<file path="src/rtl/vend_pkg.sv">
// Shared constants for the vending credit controller: coin codes, coin values,
// controller states and the default credit ceiling.
package vend_pkg;

  localparam logic [1:0] COIN_PENNY   = 2'b00;
  localparam logic [1:0] COIN_NICKEL  = 2'b01;
  localparam logic [1:0] COIN_DIME    = 2'b10;
  localparam logic [1:0] COIN_QUARTER = 2'b11;

  localparam logic [4:0] VAL_PENNY   = 5'd1;
  localparam logic [4:0] VAL_NICKEL  = 5'd5;
  localparam logic [4:0] VAL_DIME    = 5'd10;
  localparam logic [4:0] VAL_QUARTER = 5'd25;

  localparam logic [0:0] COLLECT = 1'b0;
  localparam logic [0:0] CHANGE  = 1'b1;

  localparam int unsigned MAX_CREDIT_DEF = 500;

endpackage

</file>
<file path="src/rtl/vend_credit_ctrl_coin_value.sv">
// Combinational decode of a coin code to its value in cents.
module coin_value
  import vend_pkg::*;
(
  input  logic [1:0] coin_type_i,
  output logic [4:0] value_o
);

  // Map each denomination code to cents.
  always_comb begin
    value_o = 5'd0;
    case (coin_type_i)
      COIN_PENNY:   value_o = VAL_PENNY;
      COIN_NICKEL:  value_o = VAL_NICKEL;
      COIN_DIME:    value_o = VAL_DIME;
      COIN_QUARTER: value_o = VAL_QUARTER;
      default:      value_o = 5'd0;
    endcase
  end

endmodule

</file>
<file path="src/rtl/vend_credit_ctrl.sv">
// Credit accumulator and sale controller feeding the change dispenser.
// Optional audit counters (sales_total, vend_count) are enabled by VEND_AUDIT_EN.
module vend_credit_ctrl
  import vend_pkg::*;
#(
  parameter int unsigned MAX_CREDIT = MAX_CREDIT_DEF,
  parameter int unsigned CREDIT_W   = 9
) (
  input  logic                clk,
  input  logic                rst_n,
  input  logic                coin_valid,
  input  logic [1:0]          coin_type,
  input  logic [CREDIT_W-1:0] price,
  input  logic                select,
  input  logic                cancel,
  input  logic                change_ready,
  output logic [CREDIT_W-1:0] credit,
  output logic                coin_reject,
  output logic                deny,
  output logic                vend,
  output logic [CREDIT_W-1:0] change,
  output logic                change_valid,
  output logic                busy
`ifdef VEND_AUDIT_EN
  ,
  output logic [15:0]         sales_total,
  output logic [7:0]          vend_count
`endif
);

  localparam logic [CREDIT_W:0] MAX_C = (CREDIT_W+1)'(MAX_CREDIT);

  logic [0:0]          state_q, state_d;
  logic [CREDIT_W-1:0] credit_q, credit_d;
  logic [CREDIT_W-1:0] change_q, change_d;
  logic                cv_q, cv_d;
  logic                vend_q, vend_d;
  logic                deny_q, deny_d;
  logic                rej_q, rej_d;
  logic [4:0]          coin_val_s;
  logic [CREDIT_W:0]   sum_s;

  coin_value u_coin_value (
    .coin_type_i (coin_type),
    .value_o     (coin_val_s)
  );

  // One extra bit so an overflowing sum is still compared correctly.
  assign sum_s = {1'b0, credit_q} + {{(CREDIT_W-4){1'b0}}, coin_val_s};

  // Next-state logic; in COLLECT the priority is cancel > select > coin.
  always_comb begin
    state_d  = state_q;
    credit_d = credit_q;
    change_d = change_q;
    cv_d     = cv_q;
    vend_d   = 1'b0;
    deny_d   = 1'b0;
    rej_d    = 1'b0;
    case (state_q)
      COLLECT: begin
        if (cancel && (credit_q != {CREDIT_W{1'b0}})) begin
          change_d = credit_q;
          credit_d = {CREDIT_W{1'b0}};
          state_d  = CHANGE;
          cv_d     = 1'b1;
          rej_d    = coin_valid;
        end else if (select && (credit_q >= price)) begin
          vend_d   = 1'b1;
          change_d = credit_q - price;
          credit_d = {CREDIT_W{1'b0}};
          state_d  = CHANGE;
          cv_d     = 1'b1;
          rej_d    = coin_valid;
        end else begin
          // A denied select does not block a coin arriving in the same cycle.
          deny_d = select;
          if (coin_valid) begin
            if (sum_s <= MAX_C) begin
              credit_d = sum_s[CREDIT_W-1:0];
            end else begin
              rej_d = 1'b1;
            end
          end else begin
            rej_d = 1'b0;
          end
        end
      end
      CHANGE: begin
        rej_d = coin_valid;
        if (change_ready) begin
          state_d = COLLECT;
          cv_d    = 1'b0;
        end else begin
          cv_d = 1'b1;
        end
      end
      default: begin
        state_d = COLLECT;
        cv_d    = 1'b0;
      end
    endcase
  end

  // State and output registers.
  always_ff @(posedge clk or negedge rst_n) begin
    if (!rst_n) begin
      state_q  <= COLLECT;
      credit_q <= {CREDIT_W{1'b0}};
      change_q <= {CREDIT_W{1'b0}};
      cv_q     <= 1'b0;
      vend_q   <= 1'b0;
      deny_q   <= 1'b0;
      rej_q    <= 1'b0;
    end else begin
      state_q  <= state_d;
      credit_q <= credit_d;
      change_q <= change_d;
      cv_q     <= cv_d;
      vend_q   <= vend_d;
      deny_q   <= deny_d;
      rej_q    <= rej_d;
    end
  end

  assign credit       = credit_q;
  assign change       = change_q;
  assign change_valid = cv_q;
  assign vend         = vend_q;
  assign deny         = deny_q;
  assign coin_reject  = rej_q;
  assign busy         = (state_q == CHANGE);

`ifdef VEND_AUDIT_EN
  logic [15:0] sales_q;
  logic [7:0]  count_q;
  logic [16:0] sales_sum_s;

  assign sales_sum_s = {1'b0, sales_q} + {{(17-CREDIT_W){1'b0}}, price};

  // Audit counters: saturating sales total, wrapping vend count.
  always_ff @(posedge clk or negedge rst_n) begin
    if (!rst_n) begin
      sales_q <= 16'd0;
      count_q <= 8'd0;
    end else if (vend_d) begin
      sales_q <= sales_sum_s[16] ? 16'hFFFF : sales_sum_s[15:0];
      count_q <= count_q + 8'd1;
    end else begin
      sales_q <= sales_q;
      count_q <= count_q;
    end
  end

  assign sales_total = sales_q;
  assign vend_count  = count_q;
`endif

endmodule

</file>
<file path="config.mk">
export PLATFORM = sky130hd
export DESIGN_NAME = vend_credit_ctrl
export DESIGN_NICKNAME = d
export VERILOG_FILES = /design/src/rtl/vend_pkg.sv /design/src/rtl/vend_credit_ctrl_coin_value.sv /design/src/rtl/vend_credit_ctrl.sv
export SDC_FILE = /design/constraint.sdc
export NUM_CORES = 1
export LEC_CHECK = 0
export ABC_AREA = 1
export ABC_CLOCK_PERIOD_IN_PS = 5300
export CORE_ASPECT_RATIO = 0.7
export CORE_MARGIN = 1.5
export CORE_UTILIZATION = 56
export CTS_BUF_LIST = sky130_fd_sc_hd__clkbuf_16
export DETAILED_ROUTE_END_ITERATION = 7
export HOLD_SLACK_MARGIN = 0.05
export PLACE_DENSITY = 0.86
export SYNTH_ARGS = -nofsm -noshare
export SYNTH_HDL_FRONTEND = slang
export SYNTH_HIERARCHICAL = 1
export SYNTH_SLANG_ARGS = --single-unit
</file>
<file path="constraint.sdc">
create_clock -name clk -period 5.3 [get_ports clk]
set_input_delay 1.06 -clock clk [delete_from_list [all_inputs] [get_ports clk]]
set_output_delay 1.06 -clock clk [all_outputs]
set_load 0.005 [all_outputs]
</file>
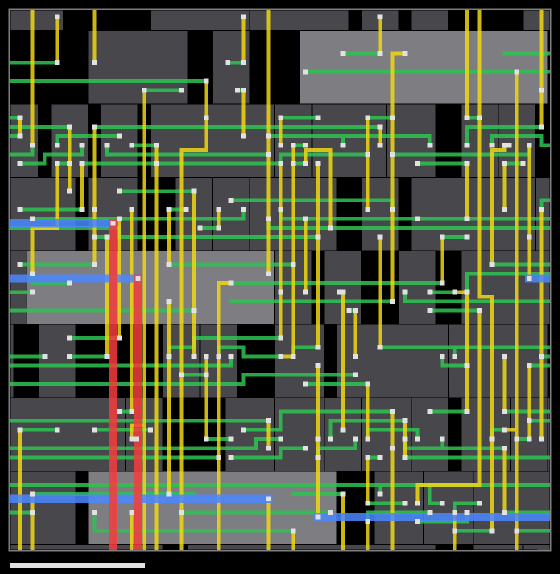
(zoomed window)
Scale bar: 5 µm. Window x 27 to 47, y 27 to 47 µm. Cells in gray, sequential cells in the stronger gray; small squares are vias.
[metal 3] blue
[metal 2] yellow
[metal 1] green
[metal 4] red
cells with their middle in the window: 42
sequential cells in the window: 3
netlist names of flops here include: `change` (2), `credit` (1)
most frequent: nand2_1 (13), inv_1 (5)

==> qor.txt <==
Start point of the critical path: coin_type[1]
Timing endpoint of the critical path: credit[2]
Commonest cells post-synth: nand2_1, inv_1, nand3_1, dfrtp_1, nor2_1
Worst Hold Endpoint: change[5]
Cells taking the most area after synthesis: dfrtp_1, nand2_1, ha_1
Count of multi-input combinational gates: 217
Cell kind with the greatest summed area: logic gates
Average wire length per cell after detail routing: 13.5 µm
H-tree levels: 1
List of cells traversed by the critical path: clkdlybuf4s50_1 -> nand2_1 -> ha_1 -> fa_1 -> nand2_1 -> nand2_2 -> nand3_1 -> nand2_1 -> nand2_1 -> nand2_1 -> nor2_1 -> nand3_2 -> nand3_4 -> nand2_2 -> nand2_1 -> nand2_1
Clk pwr: 163 µW
Number of enable-type register cells in the synthesized netlist: 0
Required time of the critical path: 5.44 ns
Internal Dissipation: 682 µW
Critical hold path startpoint: change[5]
Share of total power consumed by net switching: 46.2%
Via density per instance: 5.43
Flip-flops: 23
Worst max-slew margin expressed relative to the limit: 30.8%
Largest power group: combinational logic
Final Critical Period: 3.36 ns
Repair and plain buffers: 39
Flop and latch count out of synthesis: 23
Pwr Density: 512 mW/mm²
Hold Crit Class: reg -> reg
Sort of element at the start of the critical path: input pin
Logic gate fraction of the total cell area: 49.0%
Post-synthesis net count: 320
Total negative setup slack: 0 ns
Antenna diode instance count: 0
Deepest clock path buffer count: 2
Non-CTS inverters: 42
Sequential cell area: 576 µm²
Final-layout non-clock buffer area share: 15.8%
Area growth from synthesis to final layout: 24.3%
Chip area line of the yosys report: 0.00199 mm²
Tool warnings: 26
Cell taking the most area after synthesis: dfrtp_1
Floorplan core density: 60.7%
Die extent in y: 52.9 µm
Ratio of cells with drive above 1 in the final layout: 8.00%
Setup clock skew after layout: 0.00149 ns
CTS tree: yes
DR WL met2: 2.12 mm
Tap cell count: 47
Result of the run: finished clean
Clock power frac: 12.9%
Synth Instances: 287
Comb power frac: 61.2%
Reg clk slew, reported paths: 0.06 ns
Critical path endpoint category: register
TritonCTS sink count: 23
Detailed Route Iter0 Violations: 324
Relative area of clock buffers and inverters in the final design: 3.24%
Wire length of the first global-routing pass: 8.46 mm
Die width: 74.2 µm
Met3 Wirelength: 436 µm
Setup slack on the worst flop-to-flop path: 2.89 ns
Ys cells: 287
Combinational cell power: 774 µW
Total power: 1.27 mW
Worst endpoint data arrival time: 3.50 ns
Average footprint of a synthesized cell: 6.93 µm²
Antenna violations before repair: 0
Placed cell areas: 0.00239 mm²
Setup-failing EPs final: 0
Layout clock buffers: 3
Peak VDD IR: 0.000373 V
Wire length reported by the detailed router: 5.01 mm
Worst reg2reg path depth: 14
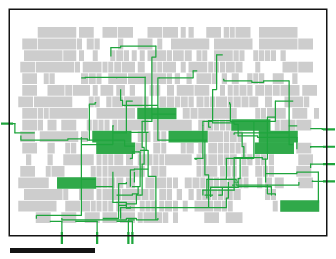
(nets reached from selected ports)
Scale bar: 20 µm.
[`credit`] green | bits: 9 | direction: output | edge: 4 bottom, 4 right, 1 left | end cells: 9 | buffers: 9 | wire: 742 µm
PortBufs: 39
total I/O pin count: 40

[per-stage QoR]
| step | setup slack [ns] | hold WS [ns] | instances | utilization, % |
|---|---|---|---|---|
| 6_report | 1.94 | 0.479 | 372 | 75.5 |
| 5_1_grt | 1.76 | 0.504 | 372 | 75.5 |
| 4_1_cts | 1.96 | 0.481 | 372 | 75.5 |
| 3_5_place_dp | 1.72 | 0.464 | 368 | 73.1 |
| 3_3_place_gp | 1.80 | 0.463 | 368 | 73.1 |
| 2_1_floorplan | 2.48 | 0.472 | 287 | - |
[cell families after synthesis]
group | share of synthesized area [%]
flops | 28.9
compound gates | 8.24
simple gates | 40.5
xor+xnor | 1.32
fa+ha+maj | 10.8
buf+inv | 10.2
[critical path: cells and delay by family]
family        cells  cell delay, ns
simple gates     13            1.28
fa+ha+maj         2            0.60
buf+inv           1            0.56
Power figures rest on the tool's default switching activity, not on a simulated workload.
